Design mem_arbiter, sky130hd; sources not shown.
Figure 1. Cells colored by class (run 1).
The bar under the picture is 50 um long.
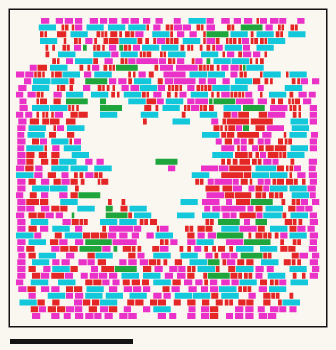
Magenta stands for remaining buffers and delay cells, cells 323, share of their area 34%. Cyan stands for registers, cells 143, share of their area 30%. Green stands for clock drivers and dummy loads, cells 32, share of their area 6.3%. Red stands for remaining logic cells, cells 429, share of their area 30%.
placeable core area: 0.01515 mm^2
utilization after layout: 64.36%

Figure 2. Routing congestion (run 1).
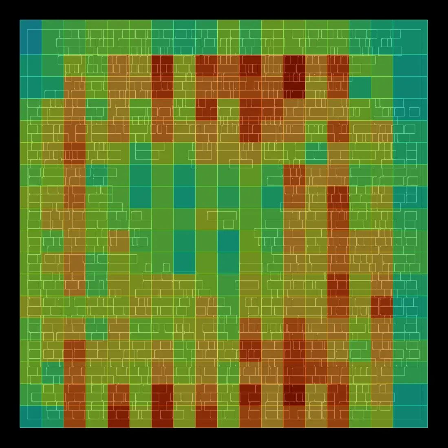
Tot GR Track Use: 22.47%
wire length per cell: 17.69 um
met1 routing resource usage after global routing: 27.89%

Figure 3. Routed metal per tile (run 1).
The bar under the picture is 50 um long. 26 x 26 tiles, from dark purple (low) to yellow (high), scaled to the fullest tile. Values are wire area over tile area, all layers added.
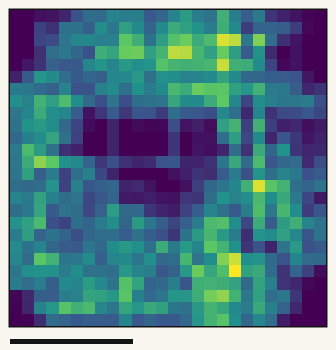
The fullest tile reaches 0.54. The mean over all tiles is 0.19. The emptiest ninth of the die: center. 24% of the tiles are over half the peak. The densest ninth of the die: top center.
routed wire length: 19730 um
vias after detailed routing: 5691

Figure 4. Sizing map (run 1).
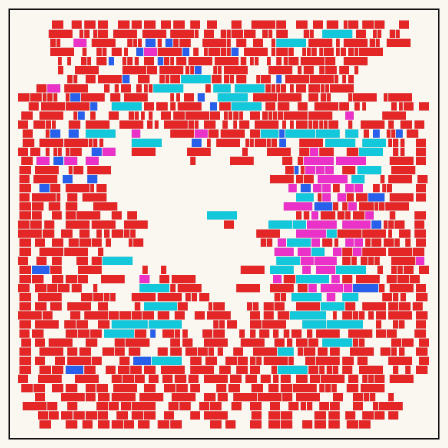
Blue stands for x2, cells 37, share 4.0%, most used nand2_2. Magenta stands for x3 and x4, cells 51, share 5.5%, most used buf_4. Cyan stands for x6 and larger, cells 47, share 5.1%, most used clkbuf_16. Red stands for x1 and smaller, cells 792, share 85%, most used dfxtp_1.
count of buffers not belonging to the clock network in the layout: 323
final worst-path setup slack: -0.1071 ns
final design instance area without fill: 0.009748 mm^2
area growth from synthesis to layout: 70.89%

==> flow_metrics.rpt, run 1 <==
=== SYNTHESIS / PLACE & ROUTE SUMMARY ===
----------------------------------------------------
[Run status]
  Status ........................ finished, violations left
  Failing checks ........................ negative setup slack

[Synthesis]
  Share of synthesized area occupied by flip-flops and latches ........................ 50.19%
  Number of synthesis warnings ........................ 0
  Fraction of the mapped netlist area in simple logic gates ........................ 16.34%
  Tally of unique sky130hd cells used after synthesis ........................ 38
  Largest area contributor in the synthesized netlist ........................ sky130_fd_sc_hd__dfxtp_1
  Synth top cell by count ........................ sky130_fd_sc_hd__dfxtp_1
  Count of instantiated cells in the yosys netlist ........................ around 630
  Largest cells by area ........................ sky130_fd_sc_hd__dfxtp_1, sky130_fd_sc_hd__a21oi_1, sky130_fd_sc_hd__nand2_1, sky130_fd_sc_hd__mux2i_1, sky130_fd_sc_hd__nand4b_1
  Net count after synthesis ........................ 775
  Synthesis-stage register bit count ........................ 143

[CTS]
  TritonCTS clock tree ........................ yes
  Clock insertion delay at the later pin of the skew report ........................ 0.42 ns

[Worst setup path]
  CP Launch Type ........................ register
  Number of cells on the critical path ........................ 7
  Crit path max-delay family ........................ buffers and inverters
  Type of element capturing the critical path ........................ register

[Power and ir drop]
  Net switching power ........................ 4.859 mW
  Dominant power group ........................ combinational cells
  Clock network power ........................ 4.29 mW
  Switching share of total power ........................ 32.85%
  Worst IR Drop VDD ........................ 0.0008165 V
  Comb pwr share ........................ about two fifths

[Timing]
  Part of the cycle the worst path needs ........................ 107.1%
  Final setup violation count ........................ 110
  Rel. slew slack ........................ 74.25%
  Final worst-path setup slack ........................ -0.1071 ns

[Global route]
  Routing usage on met3 ........................ 6.302%
  Number of antenna violations at the first check in global routing ........................ 0

[Placed design]
  IO Port Bufs ........................ 275
  Total placed instance area ........................ 0.008808 mm^2
  Half-perimeter wire length of the detailed placement result ........................ 12240 um

[Run]
  Max cap viols ........................ 0

[Cells and area]
  Fraction of area in multi-input gates ........................ 28.42%

----------------------------------------------------
==> run 1: what timing repair did <==
| action | CTS | global route |
|---|---|---|
| gates resized | 165 | 64 |
| endpoints found under the setup margin | 256 | 142 |
| pin swaps | 17 | 46 |
| buffers inserted | 3 | 5 |
| endpoints found under the hold margin | 0 | 0 |
| gates cloned | 3 | 6 |
==> run 1: metrics by stage <==
step	setup WS, ns	std cells	total power [mW]	setup TNS (ns)
detailed placement	-0.4239	1066	10.11	-26.09
global placement	-0.3753	1066	10.06	-23.73
finish	-0.1071	1115	14.79	-6.394
global route	-0.1724	1115	15.50	-14.95
CTS	-0.06983	1104	14.38	-4.352
floorplan	-0.0002401	630	7.544	-0.007189
==> inputs of run 2 (changes only) <==
- CTS_CLUSTER_SIZE: not set -> 16
- GPL_TIMING_DRIVEN: not set -> 1
Figure 5. Cells colored by class (run 2).
The bar under the picture is 50 um long.
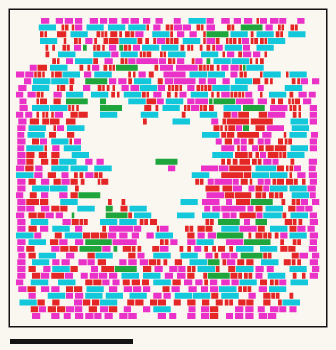
Cyan stands for registers, cells 143, share of their area 30%. Green stands for clock drivers and dummy loads, cells 32, share of their area 6.3%. Red stands for remaining logic cells, cells 429, share of their area 30%. Magenta stands for remaining buffers and delay cells, cells 323, share of their area 34%.
flop share of the area: 29.46%
standard-cell row count: 45

==> flow_metrics.rpt, run 2 <==
=== SYNTHESIS / PLACE & ROUTE SUMMARY ===
----------------------------------------------------
[Run status]
  Status ........................ finished, violations left
  Failing checks ........................ negative setup slack

[Detailed routing]
  Routed wire length ........................ 19730 um (unchanged)
  Vias after detailed routing ........................ 5691 (unchanged)
  Wire length per cell ........................ 17.69 um (unchanged)

[Worst setup path]
  Type of element capturing the critical path ........................ register
  Number of cells on the critical path ........................ 7 (unchanged)

[Timing]
  Rel. slew slack ........................ 74.25% (unchanged)
  Part of the cycle the worst path needs ........................ 107.1% (unchanged)
  Final setup violation count ........................ 110 (unchanged)
  Final worst-path setup slack ........................ -0.1071 ns (unchanged)
  Setup TNS Final ........................ -6.394 ns (unchanged)

[Synthesis]
  Fraction of the mapped netlist area in simple logic gates ........................ 16.34% (unchanged)
  Count of instantiated cells in the yosys netlist ........................ 630 (unchanged)
  Number of synthesis warnings ........................ 0 (unchanged)
  Largest cells by area ........................ sky130_fd_sc_hd__dfxtp_1, sky130_fd_sc_hd__a21oi_1, sky130_fd_sc_hd__nand2_1, sky130_fd_sc_hd__mux2i_1, sky130_fd_sc_hd__nand4b_1
  Largest area contributor in the synthesized netlist ........................ sky130_fd_sc_hd__dfxtp_1
  Synthesis-stage register bit count ........................ 143 (unchanged)
  Share of synthesized area occupied by flip-flops and latches ........................ 50.19% (unchanged)
  Net count after synthesis ........................ 775 (unchanged)

[Placed design]
  Count of placed standard cells including taps ........................ 1066 (unchanged)
  IO Port Bufs ........................ 275 (unchanged)

[Run]
  Max cap viols ........................ 0 (unchanged)

[Global route]
  Number of antenna violations at the first check in global routing ........................ 0 (unchanged)
  Met1 routing resource usage after global routing ........................ 27.89% (unchanged)
  Routing usage on met3 ........................ 6.302% (unchanged)
  Tot GR Track Use ........................ 22.47% (unchanged)

[CTS]
  Post-CTS repair timing setup buffer count ........................ 3 (unchanged)
  Post-cts repair resize count ........................ 165 (unchanged)
  Clock insertion delay at the later pin of the skew report ........................ 0.42 ns (about the same)
  TritonCTS clock tree ........................ yes

[Cells and area]
  Non-filler cells in the finished layout ........................ 1115 (unchanged)
  Area growth from synthesis to layout ........................ 70.89% (unchanged)

[Die]
  Placeable core area ........................ 0.01515 mm^2 (unchanged)

----------------------------------------------------
Figure 6. Sizing map (run 2).
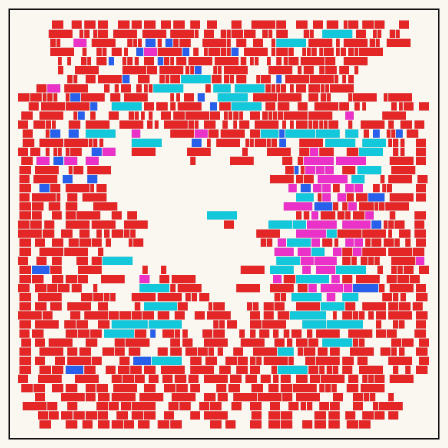
Cyan stands for x6 and larger, cells 47, share 5.1%, most used clkbuf_16. Red stands for x1 and smaller, cells 792, share 85%, most used dfxtp_1. Magenta stands for x3 and x4, cells 51, share 5.5%, most used buf_4. Blue stands for x2, cells 37, share 4.0%, most used nand2_2.

-- run 2: cell type report --
type                            count  area share, %
Tap cell                          188          2.413
Inverter                            9         0.4236
Clock inverter                     11          1.425
Clock buffer                       21          4.723
Timing Repair Buffer              323          33.14
Multi-Input combinational cell    420          28.42
Sequential cell                   143          29.46
-- run 2: metrics by stage --
step | area, um^2 | setup WS (ns) | total power, mW
floorplan | 5762 | -0.0002401 | 7.544
global placement | 8808 | -0.3753 | 10.06
detailed placement | 8808 | -0.4239 | 10.11
CTS | 9389 | -0.06983 | 14.38
global route | 9748 | -0.1724 | 15.50
finish | 9748 | -0.1071 | 14.79
-- run 2: power by group --
part           internal (mW)  leakage (nW)  switching (mW)
Sequential              4.48          1.16           0.381
Combinational           2.77          2.72            2.87
Clock                   2.69         0.293            1.60
Total                   9.93          4.18            4.86
Power is estimated from default activity; no workload was simulated.
